==> config.mk <==
export PLATFORM = sky130hd
export DESIGN_NAME = clk_div_ctrl
export DESIGN_NICKNAME = d
export VERILOG_FILES = /design/src/rtl/clk_div_pkg.sv /design/src/rtl/clk_div_core.sv /design/src/rtl/clk_div_ctrl.sv
export SDC_FILE = /design/constraint.sdc
export NUM_CORES = 1
export LEC_CHECK = 0
export ABC_AREA = 1
export CAP_MARGIN = 10
export CORE_MARGIN = 5
export CORE_UTILIZATION = 55
export CTS_CLUSTER_DIAMETER = 50
export DETAILED_ROUTE_END_ITERATION = 8
export PLACE_DENSITY = 0.83
export REMOVE_ABC_BUFFERS = 1
export SYNTH_ARGS = -nofsm -noshare
export SYNTH_HDL_FRONTEND = slang
export SYNTH_HIERARCHICAL = 1
export SYNTH_SLANG_ARGS = --single-unit
==> constraint.sdc <==
create_clock -name CLK -period 3.69 [get_ports CLK]
set_input_delay 0.738 -clock CLK [delete_from_list [all_inputs] [get_ports CLK]]
set_output_delay 0.738 -clock CLK [all_outputs]
set_load 0.01 [all_outputs]
**Routing congestion map**

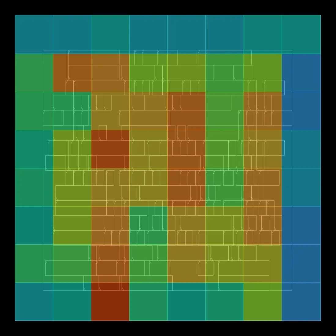
Overall Global Routing Usage: 14.3%
GR peak layer: met2
met2 Use GR: 25.2%
final design utilization: 69.8%
met3 Resource Use GR: 3.26%

**M3 wires**

(8 px per um) Cells faint in the background.
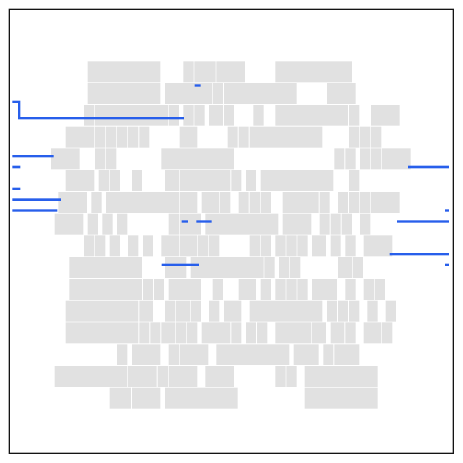
longest straight run: 20.5 um
main direction: horizontal
share of all routed wire: 3.2%
nets with wire on the layer: 12
wire length on this layer: 65.5 um
Routed WL: 2080 um
Vias: 942

**Clock network drawn from the DEF**

(6 px per um)
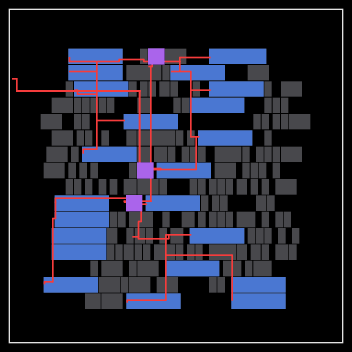
[blue] flip-flops | count: 22
[purple] cells driving clock nets | count: 3
[red] clock wires | length: 244 um
routed clock nets: 4
Clk. pwr: 112 uW
worst-skew pair later-pin latency: 0.30 ns
Clock Power Share: 10.3%

**Local utilization**

(6 px per um) The die is cut into 11 by 11 equal tiles; dark blue is low, red is high, 0 to 100% covered.
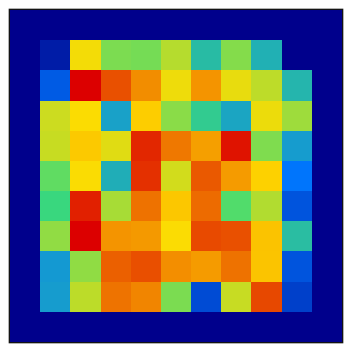
nearly empty tiles: 34%
fullest tile: 100%
mean over tiles: 44%
FP Util: 57.6%
core area: 0.00196 sq mm

**Nets reached from selected ports**

(4 px per um)
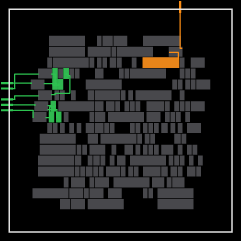
| colour | port | bits | direction | edge | end cells | buffers | wire |
|---|---|---|---|---|---|---|---|
| orange | CFG_ACK | 1 | output | north | 1 | 1 | 13.8 um |
| green | CFG_HALF | 5 | input | west | 7 | 5 | 65.3 um |
Ports: 20
Port Buffers: 19

==> run notes <==
yosys + openroad results -> outcome finished clean, CTS Root Cell clkbuf_4, Req. time, crit path 2.95 ns, grt total ovfl 0, DRC Markers 0, critical path, cell by cell inv_2 > nand2_1 > clkdlybuf4s50_1, DR vias/cell 4.81, FF-to-FF path depth 15, Hold-fix buffers, CTS 0, Die Height 55.3 um, setup TNS 0 ns, asr flop ratio synth 100%, max_cap viols 0, die area 0.00306 sq mm, Syn Std Cell Area 0.00113 sq mm, WHS Path Cells 2, total CTS buffers 3, HP Class flop to flop, Synth Register Bits 22, Row Count 16, leakage 0.730 nW, post-CTS sizing 0, flip-flops with a built-in enable 0, pre-CTS setup slack 1.70 ns, DRT antenna net count 0, distinct lib cells 20, Dominant flop cell dfrtp_1, Post-synth top cells nand2_1, dfrtp_1, inv_1, pin count of the biggest net entering global routing 23, Tool Warnings 25, Synth Seq Share 48.8%, share of layout cells above drive strength 1 6.51%, Critical Path Max Stage Delay 0.55 ns, PwrDens 795 mW/mm^2, post-CTS setup buffers 0, Synth Area per Inst 7.69 sq um, Reg2Reg Setup Slack 1.69 ns, final net count 181, Synth top cell by count nand2_1, clk slew on worst S/H paths 0.11 ns, Worst Setup Start Kind flop, RSZ-0062 raised after global routing no, Design Power 1.09 mW, # H-tree levels 1, DP HPWL 1680 um, Slew Limit Fails 0, Hold Vio Cnt, Final 0, type of the worst setup path flop to output pin, Placed Cells 192, wire length per cell 10.6 um, Worst path slowest cell clkdlybuf4s50_1, CTS tree built, Reg area 552 sq um, fin worst setup slack 1.41 ns, Least-Margin Pin Slew 0.926 ns, Final Cycle Share 61.8%, Die X-Extent 55.3 um, DR iter-0 viols 14, diode count 0, Final min period 2.28 ns, Top cells by area dfrtp_1, nand2_1, inv_1, DRT Pass-1 Iters 4, clk sinks 22, first-pass GRT wire length 3590 um, Min Hold Slack 0.496 ns, yosys warns 6, CP Max Fanout 9, Final setup viols 0, via count of the first global-routing pass 845, comb. cell area 484 sq um, leading area contributor after synthesis dfrtp_1, CTS Buffer Depth 2, Critical Path AT 1.54 ns, Worst Skew 0.00152 ns, area share of the largest cell type after synthesis 46.5%, area grow syn2layout 21.2%, Filler cells 174, critical path endpoint category output pin, peak supply drop 0.427 mV, initial antenna violation count 0, slew margin rel. 38.1%, final std cells w/o fill 196, DP Area 0.00134 sq mm, yosys cell count 147, Peak Freq 0.438 GHz, Syn Inst Count 147, final instance area 0.00137 sq mm, GPL Wtd Cong 0.803, YS chip area 0.00113 sq mm
## area by class of cell
class | count | share of cell area (%)
clock buffer | 4 | 1.92
inverter | 22 | 6.03
multi-input combinational | 102 | 35.4
sequential | 22 | 40.3
tap | 27 | 2.47
timing repair buffer | 19 | 13.9
## kinds of logic after synthesis
| logic type | count (synthesis) | synth area share, % |
|---|---|---|
| compound gates | 4 | 1.99 |
| xor+xnor | 3 | 2.33 |
| fa+ha+maj | 2 | 2.21 |
| buf+inv | 23 | 8.31 |
| flops | 22 | 48.8 |
| simple gates | 93 | 36.3 |
## report_power, final
part	internal (mW)	leakage (nW)	switching [mW]	total (mW)
clock network	0.0422	0.0150	0.0697	0.112
logic	0.231	0.445	0.291	0.522
registers	0.344	0.270	0.110	0.454
total	0.618	0.730	0.471	1.09
## cell usage in the layout (no fill, tap or decap)
cell type	n
nor2_2	1
ha_1	2
nand3_4	1
o21bai_1	1
inv_1	21
clkdlybuf4s50_1	19
inv_2	1
clkbuf_1	1
nand2_4	1
nand4_1	5
nor3_1	1
clkbuf_4	3
xor2_1	2
nand3_1	5
dfstp_2	1
o21ai_0	3
nor3_4	1
dfrtp_1	21
nand2_1	57
xnor2_1	1
nor2_1	19
nand2_2	2
## worst max-delay path: cells and delay by family (launching register included)
family	cells	cell delay [ns]
DFF	1	0.44
buffers and inverters	2	0.67
and+or+nand+nor	1	0.13
## per-layer routing
| layer | track usage (%) | wire (um) | up-vias |
|---|---|---|---|
| li1 | - | - | 493 |
| met5 | 0 | 0 | - |
| met4 | 5.21 | 35 | 0 |
| met3 | 3.26 | 65 | 5 |
| met2 | 25.2 | 1040 | 14 |
| met1 | 16.9 | 945 | 430 |
Power figures rest on the tool's default switching activity, not on a simulated workload.
